`src/rtl/simon_pkg.sv`:
```
// Shared state encoding, colour type, one-hot decode and LFSR constants for the Simon sequencer.
// Pure declarations: no logic, no latency, no flow control.
package simon_pkg;

    typedef enum logic [2:0] {
        IDLE,
        EXTEND,
        SHOW_ON,
        SHOW_OFF,
        WAIT_INPUT,
        CHECK,
        WIN,
        LOSE
    } state_t;

    typedef logic [1:0] colour_t;

    localparam logic [15:0] LFSR_SEED = 16'hACE1;
    // Taps 16,14,13,11 expressed as bit positions 15,13,12,10.
    localparam logic [15:0] LFSR_TAPS = 16'hB400;

    function automatic logic [3:0] onehot(input colour_t c);
        return 4'b0001 << c;
    endfunction

endpackage

```
`src/rtl/simon_lfsr.sv`:
```
// Free-running 16-bit Fibonacci LFSR, stepping every cycle from the fixed seed.
// New value one cycle after each edge; no backpressure, never stalls.
module simon_lfsr
    import simon_pkg::*;
(
    input  logic        clk,
    input  logic        reset,
    output logic [15:0] q
);

    logic [15:0] r_q;
    logic        w_fb;

    assign w_fb = ^(r_q & LFSR_TAPS);
    assign q    = r_q;

    always_ff @(posedge clk or negedge reset) begin
        if (!reset) begin
            r_q <= LFSR_SEED;
        end else begin
            r_q <= {r_q[14:0], w_fb};
        end
    end

endmodule

```
`src/rtl/simon_sequencer.sv`:
```
// Simon game sequencer: grows a random colour sequence, plays it back, then checks the player's entries.
// Outputs decode directly from state each cycle; inputs arriving outside their accepting states are dropped.
module simon_sequencer
    import simon_pkg::*;
#(
    parameter int MAX_LEN   = 16,
    parameter int ON_TICKS  = 25_000_000,
    parameter int OFF_TICKS = 12_500_000
) (
    input  logic                         clk,
    input  logic                         reset,
    input  logic                         start,
    input  logic                         press_valid,
    input  logic                         correct_input,
    output logic [3:0]                   led,
    output logic [3:0]                   actual,
    output logic                         on_off,
    output logic [$clog2(MAX_LEN+1)-1:0] level,
    output logic                         win,
    output logic                         lose,
    output logic                         busy
);

    localparam int MAX_TICKS = (ON_TICKS > OFF_TICKS) ? ON_TICKS : OFF_TICKS;
    localparam int TW        = (MAX_TICKS > 2) ? $clog2(MAX_TICKS) : 1;
    localparam int IW        = $clog2(MAX_LEN);
    localparam int LW        = $clog2(MAX_LEN + 1);

    state_t         r_state, w_state_nxt;
    logic [LW-1:0]  r_length, w_length_nxt;
    logic [IW-1:0]  r_idx, w_idx_nxt;
    logic [TW-1:0]  r_timer, w_timer_nxt;
    colour_t        r_mem [MAX_LEN];
    colour_t        w_cur;
    logic [15:0]    w_lfsr;
    logic           w_unused_lfsr;
    logic           w_idx_last;
    logic           w_full;

    simon_lfsr u_lfsr (
        .clk   (clk),
        .reset (reset),
        .q     (w_lfsr)
    );

    assign w_unused_lfsr = ^w_lfsr[15:2];
    assign w_cur         = r_mem[r_idx];
    assign w_idx_last    = (LW'(r_idx) + LW'(1)) == r_length;
    assign w_full        = r_length == LW'(MAX_LEN);
    assign level         = r_length;

    // Sequence storage carries no reset: entries at or above length are never read.
    always_ff @(posedge clk) begin
        if (r_state == EXTEND) begin
            r_mem[r_length[IW-1:0]] <= w_lfsr[1:0];
        end
    end

    always_ff @(posedge clk or negedge reset) begin
        if (!reset) begin
            r_state  <= IDLE;
            r_length <= '0;
            r_idx    <= '0;
            r_timer  <= '0;
        end else begin
            r_state  <= w_state_nxt;
            r_length <= w_length_nxt;
            r_idx    <= w_idx_nxt;
            r_timer  <= w_timer_nxt;
        end
    end

    always_comb begin
        w_state_nxt  = r_state;
        w_length_nxt = r_length;
        w_idx_nxt    = r_idx;
        w_timer_nxt  = r_timer;
        case (r_state)
            IDLE, WIN, LOSE: begin
                if (start) begin
                    w_length_nxt = '0;
                    w_state_nxt  = EXTEND;
                end
            end
            EXTEND: begin
                w_length_nxt = r_length + LW'(1);
                w_idx_nxt    = '0;
                w_timer_nxt  = '0;
                w_state_nxt  = SHOW_ON;
            end
            SHOW_ON: begin
                if (r_timer == TW'(ON_TICKS - 1)) begin
                    w_timer_nxt = '0;
                    w_state_nxt = SHOW_OFF;
                end else begin
                    w_timer_nxt = r_timer + TW'(1);
                end
            end
            SHOW_OFF: begin
                if (r_timer == TW'(OFF_TICKS - 1)) begin
                    w_timer_nxt = '0;
                    if (w_idx_last) begin
                        w_idx_nxt   = '0;
                        w_state_nxt = WAIT_INPUT;
                    end else begin
                        w_idx_nxt   = r_idx + IW'(1);
                        w_state_nxt = SHOW_ON;
                    end
                end else begin
                    w_timer_nxt = r_timer + TW'(1);
                end
            end
            WAIT_INPUT: begin
                if (press_valid) begin
                    w_state_nxt = CHECK;
                end
            end
            CHECK: begin
                if (!correct_input) begin
                    w_state_nxt = LOSE;
                end else if (!w_idx_last) begin
                    w_idx_nxt   = r_idx + IW'(1);
                    w_state_nxt = WAIT_INPUT;
                end else if (w_full) begin
                    w_state_nxt = WIN;
                end else begin
                    w_state_nxt = EXTEND;
                end
            end
            default: w_state_nxt = IDLE;
        endcase
    end

    always_comb begin
        led    = '0;
        actual = '0;
        on_off = 1'b0;
        win    = 1'b0;
        lose   = 1'b0;
        busy   = 1'b1;
        case (r_state)
            IDLE:    busy = 1'b0;
            SHOW_ON: led  = onehot(w_cur);
            WAIT_INPUT, CHECK: begin
                on_off = 1'b1;
                actual = onehot(w_cur);
            end
            WIN: begin
                busy = 1'b0;
                win  = 1'b1;
                led  = 4'b1111;
            end
            LOSE: begin
                busy = 1'b0;
                lose = 1'b1;
            end
            default: ;
        endcase
    end

endmodule

```
`config.mk`:
```
export PLATFORM = sky130hd
export DESIGN_NAME = simon_sequencer
export DESIGN_NICKNAME = d
export VERILOG_FILES = /design/src/rtl/simon_pkg.sv /design/src/rtl/simon_lfsr.sv /design/src/rtl/simon_sequencer.sv
export SDC_FILE = /design/constraint.sdc
export NUM_CORES = 1
export LEC_CHECK = 0
export ABC_AREA = 1
export CORE_MARGIN = 5
export CORE_UTILIZATION = 45
export DETAILED_ROUTE_END_ITERATION = 6
export PLACE_DENSITY = 0.71
export SLEW_MARGIN = 20
export SYNTH_ARGS = -nofsm -noshare
export SYNTH_HDL_FRONTEND = slang
export SYNTH_SLANG_ARGS = --single-unit
```
`constraint.sdc`:
```
create_clock -name clk -period 5.2 [get_ports clk]
set_input_delay 1.04 -clock clk [delete_from_list [all_inputs] [get_ports clk]]
set_output_delay 1.04 -clock clk [all_outputs]
set_load 0.1 [all_outputs]
```
**Run 1: layout detail**

Region (43, 43) to (68, 68) um. Cells in grey, sequential cells in the stronger grey; small squares are vias.
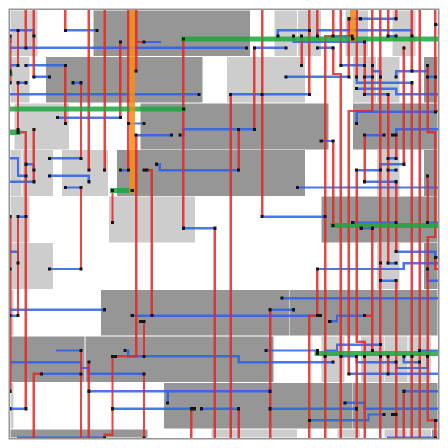
| layer | colour |
|---|---|
| metal 4 | orange |
| metal 3 | green |
| metal 2 | red |
| metal 1 | blue |
cells with their middle in the window: 27
sequential cells in the window: 9
most frequent: nor2_1 (7), edfxtp_1 (7), nand2_1 (4)
netlist names of flops here include: r_mem (7), r_timer (2)

**Run 1: clock wires, drivers and flops**

Drawn at 4 px/um.
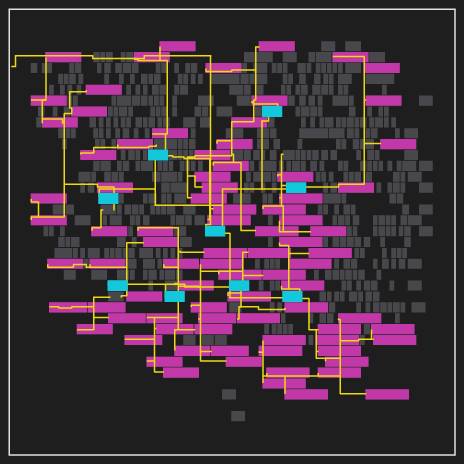
[clock wires] yellow | length: 1,070 um
[flip-flops] magenta | count: 85
[clock drivers] cyan | count: 9
routed clock nets: 10
Clk Latency, worst-skew pair: 0.36 ns
worst setup skew after layout: 0.01079 ns
power in the clock group: 469 uW
part of the total power dissipated in the clock network: 0.184

**Run 1: cell area per tile**

Drawn at 2 px/um. The die is cut into 11 by 11 equal tiles; black is low, pale yellow is high, 0 to 100% covered.
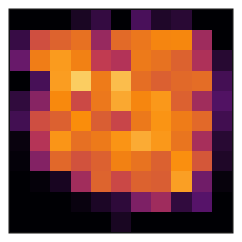
mean over tiles: 40%
nearly empty tiles: 22%
emptiest ninth of the die: lower left
fullest tile: 89%
tiles over 75% full: 12%
densest ninth of the die: centre
starting density of the core: 0.4659
post-route core utilization: 0.5153

==> report_table.html, run 1 <==
<h3>Flow metrics</h3>
<table>
<tr><th>Metric</th><th>Value</th></tr>
<tr><th colspan="2">Outcome</th></tr>
<tr><td>Status</td><td>complete, no violations</td></tr>
<tr><th colspan="2">Yosys</th></tr>
<tr><td>Syn Inst Count</td><td>543</td></tr>
<tr><td>Fraction of the mapped netlist area in compound gates</td><td>0.07079</td></tr>
<tr><td>Top cells, area</td><td>sky130_fd_sc_hd__dfrtp_1 (25%), sky130_fd_sc_hd__edfxtp_1 (21%), sky130_fd_sc_hd__nand2_1 (11%), sky130_fd_sc_hd__nor2_1 (6.2%), sky130_fd_sc_hd__nand3_1 (4.7%)</td></tr>
<tr><td>Largest family of logic cells by area</td><td>simple AND/OR/NAND/NOR gates</td></tr>
<tr><td>Count of different cell masters after synthesis</td><td>40</td></tr>
<tr><td>Cells in synth_stat.txt</td><td>543</td></tr>
<tr><td>Syn avg cell area</td><td>8.463 um^2</td></tr>
<tr><td>Most frequently used flop master after synthesis</td><td>sky130_fd_sc_hd__dfrtp_1</td></tr>
<tr><td>Xor/xnor share</td><td>0.02287</td></tr>
<tr><td>Area of the synthesized netlist per yosys stat</td><td>4596 um^2</td></tr>
<tr><th colspan="2">Final layout</th></tr>
<tr><td>Largest class</td><td>sequential cells</td></tr>
<tr><td>Clock buffer count</td><td>9</td></tr>
<tr><td>Final Instance Count excl. Fillers</td><td>702</td></tr>
<tr><td>Layout cell share with drive strength beyond 1</td><td>0.1160</td></tr>
<tr><td>Comb/total area</td><td>0.3980</td></tr>
<tr><td>Number of ordinary and repair buffers in the finished layout</td><td>22</td></tr>
<tr><td>Final net count</td><td>575</td></tr>
<tr><td>Sequential standard cell area</td><td>2297 um^2</td></tr>
<tr><td>Most instantiated logic cell after routing</td><td>sky130_fd_sc_hd__nand2_1</td></tr>
<tr><td>Seq area share</td><td>0.4519</td></tr>
<tr><td>Top cells excl fill/tap</td><td>sky130_fd_sc_hd__nand2_1 (138), sky130_fd_sc_hd__nor2_1 (76), sky130_fd_sc_hd__dfrtp_1 (45), sky130_fd_sc_hd__inv_1 (43), sky130_fd_sc_hd__nand3_1 (43)</td></tr>
<tr><td>Layout sequential cell count</td><td>85</td></tr>
<tr><td>Diodes inserted</td><td>0</td></tr>
<tr><td>Layout multi-input combinational cell count</td><td>397</td></tr>
<tr><td>Post-route cell area</td><td>5084 um^2</td></tr>
<tr><th colspan="2">Route</th></tr>
<tr><td>Avg Vias per Cell</td><td>5.282</td></tr>
<tr><td>Count of TritonRoute iterations in the first routing pass</td><td>5</td></tr>
<tr><td>DRC violations left</td><td>0</td></tr>
<tr><td>Number of vias after detailed routing</td><td>3,708</td></tr>
<tr><td>Total routed wirelength</td><td>10,160 um</td></tr>
<tr><th colspan="2">Timing</th></tr>
<tr><td>Total count of hold-check failures in the final report</td><td>0</td></tr>
<tr><td>Relative max-transition margin</td><td>0.3418</td></tr>
<tr><td>Slew of the pin with the lowest slew margin</td><td>0.9842 ns</td></tr>
<tr><td>Post-route fraction of the period consumed by the critical path</td><td>0.8503</td></tr>
<tr><td>Final Hold Slack</td><td>0.3596 ns</td></tr>
<tr><td>Setup repair after global routing missed its margin</td><td>false</td></tr>
<tr><td>Number of failing setup endpoints in the final timing report</td><td>0</td></tr>
<tr><th colspan="2">Placement</th></tr>
<tr><td>Worst setup slack after placement</td><td>1.203 ns</td></tr>
<tr><td>RD Place Congestion</td><td>0.9268</td></tr>
<tr><td>Instance area at placement</td><td>4886 um^2</td></tr>
<tr><td>Count of buffers from port buffering</td><td>21</td></tr>
<tr><td>Placed cell count</td><td>686</td></tr>
<tr><th colspan="2">CTS</th></tr>
<tr><td>Number of hold buffers added after cts</td><td>0</td></tr>
<tr><td>TritonCTS clock tree</td><td>done</td></tr>
<tr><td>Clock slew at reported path FFs</td><td>0.10 ns</td></tr>
<tr><td>Post-CTS setup buffers</td><td>0</td></tr>
<tr><td>Cells resized by post-CTS repair</td><td>0</td></tr>
<tr><td>Number of buffers created by CTS</td><td>9</td></tr>
<tr><td># H-tree levels</td><td>3</td></tr>
<tr><td>Clock sink total</td><td>85</td></tr>
<tr><th colspan="2">GRT</th></tr>
<tr><td>Vias in the first global route</td><td>3,749</td></tr>
<tr><td>GR met3 Demand/Resource</td><td>0.04585</td></tr>
<tr><td>Initial antenna violation count</td><td>0</td></tr>
<tr><td>GRT met1 Usage</td><td>0.2227</td></tr>
<tr><td>Aggregate global-route resource usage</td><td>0.1751</td></tr>
<tr><th colspan="2">Floorplanning</th></tr>
<tr><td>I/O pins</td><td>22</td></tr>
<tr><td>Horizontal die dimension</td><td>111.1 um</td></tr>
<tr><td>Inserted tap cell count</td><td>133</td></tr>
<tr><td>Floorplan Core Area</td><td>9864 um^2</td></tr>
<tr><td>Die height</td><td>111.1 um</td></tr>
<tr><th colspan="2">Setup path</th></tr>
<tr><td>Total stage count of the critical path</td><td>9</td></tr>
<tr><td>Critical path type</td><td>reg -&gt; out</td></tr>
<tr><td>Capturing element of the worst setup path</td><td>actual[0]</td></tr>
<tr><td>Crit. End Element</td><td>output port</td></tr>
<tr><td>Launching instance or port of the critical path</td><td>r_idx[0]</td></tr>
<tr><td>Capture instance of the worst register-to-register path</td><td>r_idx[0]</td></tr>
<tr><th colspan="2">Min path</th></tr>
<tr><td>Class of the tightest hold or removal check</td><td>reg -&gt; reg</td></tr>
<tr><td>Worst hold endpoint</td><td>u_lfsr.q[6]</td></tr>
<tr><td>Worst min-delay path startpoint</td><td>u_lfsr.q[5]</td></tr>
<tr><th colspan="2">Power and ir drop</th></tr>
<tr><td>Worst vdd rail ir drop</td><td>342.2 uV</td></tr>
</table>
[run 1: report_power, final]
group	switching (uW)	total (uW)	internal, uW
sequential	117	865	748
clock	279	469	190
combinational	905	1210	306
total	1300	2540	1240
[run 1: layer usage]
| layer | share of wire | vias to the layer above |
|---|---|---|
| met5 | 0 | - |
| met4 | 0.011 | 0 |
| met2 | 0.50 | 113 |
| li1 | - | 1833 |
| met1 | 0.44 | 1748 |
| met3 | 0.050 | 14 |
[run 1: registers in the layout, summed over array words and instances (netlist names)]
| name | cells |
|---|---|
| r_timer | 25 |
| level | 5 |
| r_idx | 4 |
| u_lfsr.q | 16 |
| r_mem | 32 |
| r_state | 3 |
--- run 2 (diff from run 1) ---
- ABC_CLOCK_PERIOD_IN_PS: default -> 5200
- GPL_TIMING_DRIVEN: default -> 0
**Run 2: cell area per tile**

Drawn at 2 px/um. The die is cut into 11 by 11 equal tiles; black is low, pale yellow is high, 0 to 100% covered.
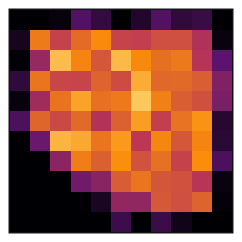
densest ninth of the die: centre
tiles over 75% full: 9.9%
nearly empty tiles: 21%
fullest tile: 88%
emptiest ninth of the die: lower left
mean over tiles: 41%
Floorplan Core Area: 9864 um^2
post-route core utilization: 0.5245

==> run 2 against run 1 <==
Compared with the run above: wire length fell by 2.8%; setup slack improved by 0.12 ns; sequential share of layout area shrank 0.79 points; highest routed layer unchanged.
==> report_table.html, run 2 <==
<h3>Flow metrics</h3>
<table>
<tr><th>Metric</th><th>Value</th></tr>
<tr><th colspan="2">Outcome</th></tr>
<tr><td>Status</td><td>complete, no violations (unchanged)</td></tr>
<tr><th colspan="2">CTS</th></tr>
<tr><td>Post-CTS setup buffers</td><td>0 (unchanged)</td></tr>
<tr><td>Cells resized by post-CTS repair</td><td>0 (unchanged)</td></tr>
<tr><td>Number of hold buffers added after cts</td><td>0 (unchanged)</td></tr>
<tr><td>Clock slew at reported path FFs</td><td>0.10 ns (about the same)</td></tr>
<tr><td>TritonCTS clock tree</td><td>done (unchanged)</td></tr>
<tr><td>Clock sink total</td><td>85 (unchanged)</td></tr>
<tr><th colspan="2">Yosys</th></tr>
<tr><td>Cells in synth_stat.txt</td><td>543 (unchanged)</td></tr>
<tr><td>Top cells, area</td><td>sky130_fd_sc_hd__dfrtp_1 (25%), sky130_fd_sc_hd__edfxtp_1 (21%), sky130_fd_sc_hd__nand2_1 (11%), sky130_fd_sc_hd__nor2_1 (6.2%), sky130_fd_sc_hd__nand3_1 (4.7%) (unchanged)</td></tr>
<tr><td>Count of different cell masters after synthesis</td><td>40 (unchanged)</td></tr>
<tr><td>Area of the synthesized netlist per yosys stat</td><td>4596 um^2 (unchanged)</td></tr>
<tr><th colspan="2">Final layout</th></tr>
<tr><td>Final net count</td><td>586 (was 575)</td></tr>
<tr><td>Largest class</td><td>sequential cells (unchanged)</td></tr>
<tr><td>Layout cell share with drive strength beyond 1</td><td>0.1328 (was 0.1160)</td></tr>
<tr><td>Layout multi-input combinational cell count</td><td>397 (unchanged)</td></tr>
<tr><td>Number of flip-flops under the largest register name</td><td>32 (unchanged)</td></tr>
<tr><td>Final Instance Count excl. Fillers</td><td>713 (was 702)</td></tr>
<tr><td>Diodes inserted</td><td>0 (unchanged)</td></tr>
<tr><td>Sequential standard cell area</td><td>2297 um^2 (unchanged)</td></tr>
<tr><td>Post-route cell area</td><td>5174 um^2 (was 5084 um^2)</td></tr>
<tr><td>Most instantiated logic cell after routing</td><td>sky130_fd_sc_hd__nand2_1 (unchanged)</td></tr>
<tr><th colspan="2">Route</th></tr>
<tr><td>Total routed wirelength</td><td>9881 um (was 10,160 um)</td></tr>
<tr><td>Avg Vias per Cell</td><td>5.173 (was 5.282)</td></tr>
<tr><td>DRC violations left</td><td>0 (unchanged)</td></tr>
<tr><td>Number of vias after detailed routing</td><td>3,688 (was 3,708)</td></tr>
<tr><th colspan="2">Power and ir drop</th></tr>
<tr><td>Power share of the sequential group</td><td>0.311 (was 0.340)</td></tr>
<tr><td>Power in combinational cells</td><td>1330 uW (was 1210 uW)</td></tr>
<tr><td>Internal power</td><td>1301 uW (was 1244 uW)</td></tr>
<tr><td>Sequential-cell power consumption</td><td>813 uW (was 865 uW)</td></tr>
<tr><td>Power group with the largest share</td><td>combinational cells (unchanged)</td></tr>
<tr><td>Power in the clock group</td><td>469 uW (about the same)</td></tr>
<tr><th colspan="2">Placement</th></tr>
<tr><td>RD Place Congestion</td><td>0.8681 (was 0.9268)</td></tr>
<tr><td>Count of buffers from port buffering</td><td>21 (unchanged)</td></tr>
<tr><th colspan="2">Setup path</th></tr>
<tr><td>Capturing element of the worst setup path</td><td>actual[2] (was actual[0])</td></tr>
<tr><th colspan="2">Floorplanning</th></tr>
<tr><td>Horizontal die dimension</td><td>111.1 um (unchanged)</td></tr>
<tr><td>Starting density of the core</td><td>0.4659 (unchanged)</td></tr>
<tr><td>I/O pins</td><td>22 (unchanged)</td></tr>
<tr><th colspan="2">Min path</th></tr>
<tr><td>Worst min-delay path startpoint</td><td>u_lfsr.q[3] (was u_lfsr.q[5])</td></tr>
<tr><td>Class of the tightest hold or removal check</td><td>reg -&gt; reg (unchanged)</td></tr>
<tr><td>Worst hold endpoint</td><td>u_lfsr.q[4] (was u_lfsr.q[6])</td></tr>
<tr><th colspan="2">GRT</th></tr>
<tr><td>Aggregate global-route resource usage</td><td>0.1639 (was 0.1751)</td></tr>
<tr><td>Initial antenna violation count</td><td>0 (unchanged)</td></tr>
<tr><td>Vias in the first global route</td><td>3,507 (was 3,749)</td></tr>
<tr><th colspan="2">Timing</th></tr>
<tr><td>Total count of hold-check failures in the final report</td><td>0 (unchanged)</td></tr>
<tr><td>Number of failing setup endpoints in the final timing report</td><td>0 (unchanged)</td></tr>
<tr><td>Post-route fraction of the period consumed by the critical path</td><td>0.8269 (was 0.8503)</td></tr>
<tr><td>Relative max-transition margin</td><td>0.3518 (was 0.3418)</td></tr>
</table>
[run 2: cell counts after synthesis]
No cell type changed its count.
[run 2: kinds of logic (layout without fill, tap and decap cells)]
family,after synthesis,count (layout),share of synthesized area
xor+xnor,12,12,0.02287
buf+inv,61,98,0.05990
flops,85,85,0.4999
fa+ha+maj,6,6,0.01633
simple gates,320,320,0.3302
compound gates,59,59,0.07079
[run 2: metal layers]
layer  vias to the layer above  routed length [um]  part of all wire  GRT usage
met5                         -                   0                 0          0
met4                         0                 142             0.014    0.05434
met3                        14                 465             0.047    0.03111
met2                       108                4748              0.48     0.2718
met1                      1726                4524              0.46     0.2168
li1                       1840                   -                 -          -
--- run 3 (diff from run 2) ---
- ABC_CLOCK_PERIOD_IN_PS: 5200 -> 4500
- clock period: 5.2 -> 4.5 ns (I/O delays scaled with it)
**Run 3: the clock network**

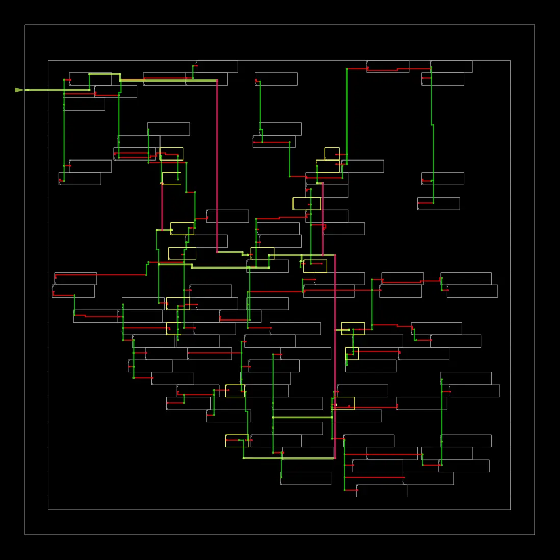
number of buffers created by CTS: 9
layout sequential cell count: 85
Clk Latency, worst-skew pair: 0.37 ns

==> run 3 against run 2 <==
Compared with the run above: wire length is the same; synthesized area unchanged; design area is the same; critical endpoint unchanged; highest routed layer unchanged.
==> report_table.html, run 3 <==
<h3>Flow metrics</h3>
<table>
<tr><th>Metric</th><th>Value</th></tr>
<tr><th colspan="2">Power and ir drop</th></tr>
<tr><td>Part of the total power dissipated in the clock network</td><td>0.179 (about the same)</td></tr>
<tr><td>Power in combinational cells</td><td>1540 uW (was 1330 uW)</td></tr>
<tr><td>Switching fraction of total power</td><td>0.5018 (about the same)</td></tr>
<tr><td>Worst vdd rail ir drop</td><td>311.8 uV (was 269.8 uV)</td></tr>
<tr><td>Power group with the largest share</td><td>combinational cells (unchanged)</td></tr>
<tr><td>Combinational group share of total power</td><td>0.509 (about the same)</td></tr>
<tr><td>Internal power</td><td>1504 uW (was 1301 uW)</td></tr>
<tr><th colspan="2">Yosys</th></tr>
<tr><td>Area of the synthesized netlist per yosys stat</td><td>4596 um^2 (unchanged)</td></tr>
<tr><td>Count of different cell masters after synthesis</td><td>40 (unchanged)</td></tr>
<tr><td>Top cells, area</td><td>sky130_fd_sc_hd__dfrtp_1 (25%), sky130_fd_sc_hd__edfxtp_1 (21%), sky130_fd_sc_hd__nand2_1 (11%), sky130_fd_sc_hd__nor2_1 (6.2%), sky130_fd_sc_hd__nand3_1 (4.7%) (unchanged)</td></tr>
<tr><td>Syn avg cell area</td><td>8.463 um^2 (unchanged)</td></tr>
<tr><td>Syn Inst Count</td><td>543 (unchanged)</td></tr>
<tr><td>Largest family of logic cells by area</td><td>simple AND/OR/NAND/NOR gates (unchanged)</td></tr>
<tr><td>Most frequently used flop master after synthesis</td><td>sky130_fd_sc_hd__dfrtp_1 (unchanged)</td></tr>
<tr><td>Multiplexer share</td><td>0 (unchanged)</td></tr>
<tr><td>Cells in synth_stat.txt</td><td>543 (unchanged)</td></tr>
<tr><td>Fa+ha+maj area frac</td><td>0.01634 (unchanged)</td></tr>
<tr><th colspan="2">GRT</th></tr>
<tr><td>GR met3 Demand/Resource</td><td>0.03111 (unchanged)</td></tr>
<tr><td>Layer carrying the most global-route usage</td><td>met2 (unchanged)</td></tr>
<tr><td>Vias in the first global route</td><td>3,507 (unchanged)</td></tr>
<tr><td>Aggregate global-route resource usage</td><td>0.1639 (unchanged)</td></tr>
<tr><td>Initial antenna violation count</td><td>0 (unchanged)</td></tr>
<tr><td>Met2 Use GR</td><td>0.2718 (unchanged)</td></tr>
<tr><th colspan="2">Min path</th></tr>
<tr><td>Worst hold endpoint</td><td>u_lfsr.q[4] (unchanged)</td></tr>
<tr><td>Class of the tightest hold or removal check</td><td>reg -&gt; reg (unchanged)</td></tr>
<tr><td>Worst min-delay path startpoint</td><td>u_lfsr.q[3] (unchanged)</td></tr>
<tr><th colspan="2">Timing</th></tr>
<tr><td>Post-route fraction of the period consumed by the critical path</td><td>0.9244</td></tr>
<tr><td>Slew of the pin with the lowest slew margin</td><td>0.9693 ns (unchanged)</td></tr>
<tr><td>Relative max-transition margin</td><td>0.3518 (unchanged)</td></tr>
<tr><td>Worst setup skew after layout</td><td>0.01417 ns (unchanged)</td></tr>
<tr><td>Number of failing setup endpoints in the final timing report</td><td>0 (unchanged)</td></tr>
<tr><td>Total count of hold-check failures in the final report</td><td>0 (unchanged)</td></tr>
<tr><th colspan="2">Placement</th></tr>
<tr><td>Count of buffers from port buffering</td><td>21 (unchanged)</td></tr>
<tr><td>RD Place Congestion</td><td>0.8681 (unchanged)</td></tr>
<tr><th colspan="2">CTS</th></tr>
<tr><td>TritonCTS clock tree</td><td>done (unchanged)</td></tr>
<tr><td>Post-CTS setup buffers</td><td>0 (unchanged)</td></tr>
<tr><td>Number of hold buffers added after cts</td><td>0 (unchanged)</td></tr>
<tr><td>Clock sink total</td><td>85 (unchanged)</td></tr>
<tr><td># H-tree levels</td><td>3 (unchanged)</td></tr>
<tr><td>Cells resized by post-CTS repair</td><td>0 (unchanged)</td></tr>
<tr><th colspan="2">Floorplanning</th></tr>
<tr><td>Inserted tap cell count</td><td>133 (unchanged)</td></tr>
<tr><td>Floorplan Core Area</td><td>9864 um^2 (unchanged)</td></tr>
<tr><td>I/O pins</td><td>22 (unchanged)</td></tr>
<tr><td>Horizontal die dimension</td><td>111.1 um (unchanged)</td></tr>
<tr><td>Die height</td><td>111.1 um (unchanged)</td></tr>
<tr><th colspan="2">Final layout</th></tr>
<tr><td>Top cells excl fill/tap</td><td>sky130_fd_sc_hd__nand2_1 (138), sky130_fd_sc_hd__nor2_1 (76), sky130_fd_sc_hd__dfrtp_1 (45), sky130_fd_sc_hd__inv_1 (43), sky130_fd_sc_hd__nand3_1 (43) (unchanged)</td></tr>
<tr><td>Diodes inserted</td><td>0 (unchanged)</td></tr>
<tr><td>Seq area share</td><td>0.4440 (unchanged)</td></tr>
<tr><td>Final net count</td><td>586 (unchanged)</td></tr>
<tr><td>Sequential standard cell area</td><td>2297 um^2 (unchanged)</td></tr>
<tr><td>Most instantiated logic cell after routing</td><td>sky130_fd_sc_hd__nand2_1 (unchanged)</td></tr>
<tr><td>Clock buffer count</td><td>9 (unchanged)</td></tr>
<tr><th colspan="2">Route</th></tr>
<tr><td>Total routed wirelength</td><td>9881 um (unchanged)</td></tr>
<tr><td>DRC violations left</td><td>0 (unchanged)</td></tr>
<tr><td>Avg Vias per Cell</td><td>5.173 (unchanged)</td></tr>
<tr><td>Topmost layer with routed signal wires</td><td>met4 (unchanged)</td></tr>
<tr><td>Detailed-route wire length on metal 1</td><td>4524 um (unchanged)</td></tr>
<tr><th colspan="2">Outcome</th></tr>
<tr><td>Status</td><td>complete, no violations (unchanged)</td></tr>
<tr><th colspan="2">Setup path</th></tr>
<tr><td>Critical path type</td><td>reg -&gt; out (unchanged)</td></tr>
<tr><td>Crit. End Element</td><td>output port (unchanged)</td></tr>
<tr><td>Launching instance or port of the critical path</td><td>r_idx[0] (unchanged)</td></tr>
<tr><td>Capture instance of the worst register-to-register path</td><td>r_idx[0] (unchanged)</td></tr>
</table>
==> run 3: metrics by stage <==
stage | instances | area [um^2] | hold slack (ns) | setup slack [ns] | setup TNS, ns
floorplan | 543 | 4596 | 0.3312 | -0.6167 | -2.467
global placement | 697 | 4972 | 0.3361 | 0.7694 | 0
detailed placement | 697 | 4970 | 0.3355 | 0.7632 | 0
CTS | 713 | 5174 | 0.3562 | 0.3552 | 0
global route | 713 | 5174 | 0.3711 | 0.1590 | 0
finish | 713 | 5174 | 0.3436 | 0.3401 | 0
==> run 3: worst max path at each step <==
stage,end,cells after the start
CTS,actual[1],10
detailed placement,actual[1],10
finish,actual[2],9
global route,actual[2],10
global placement,actual[2],10
floorplan,actual[0],5
Power figures rest on the tool's default switching activity, not on a simulated workload.
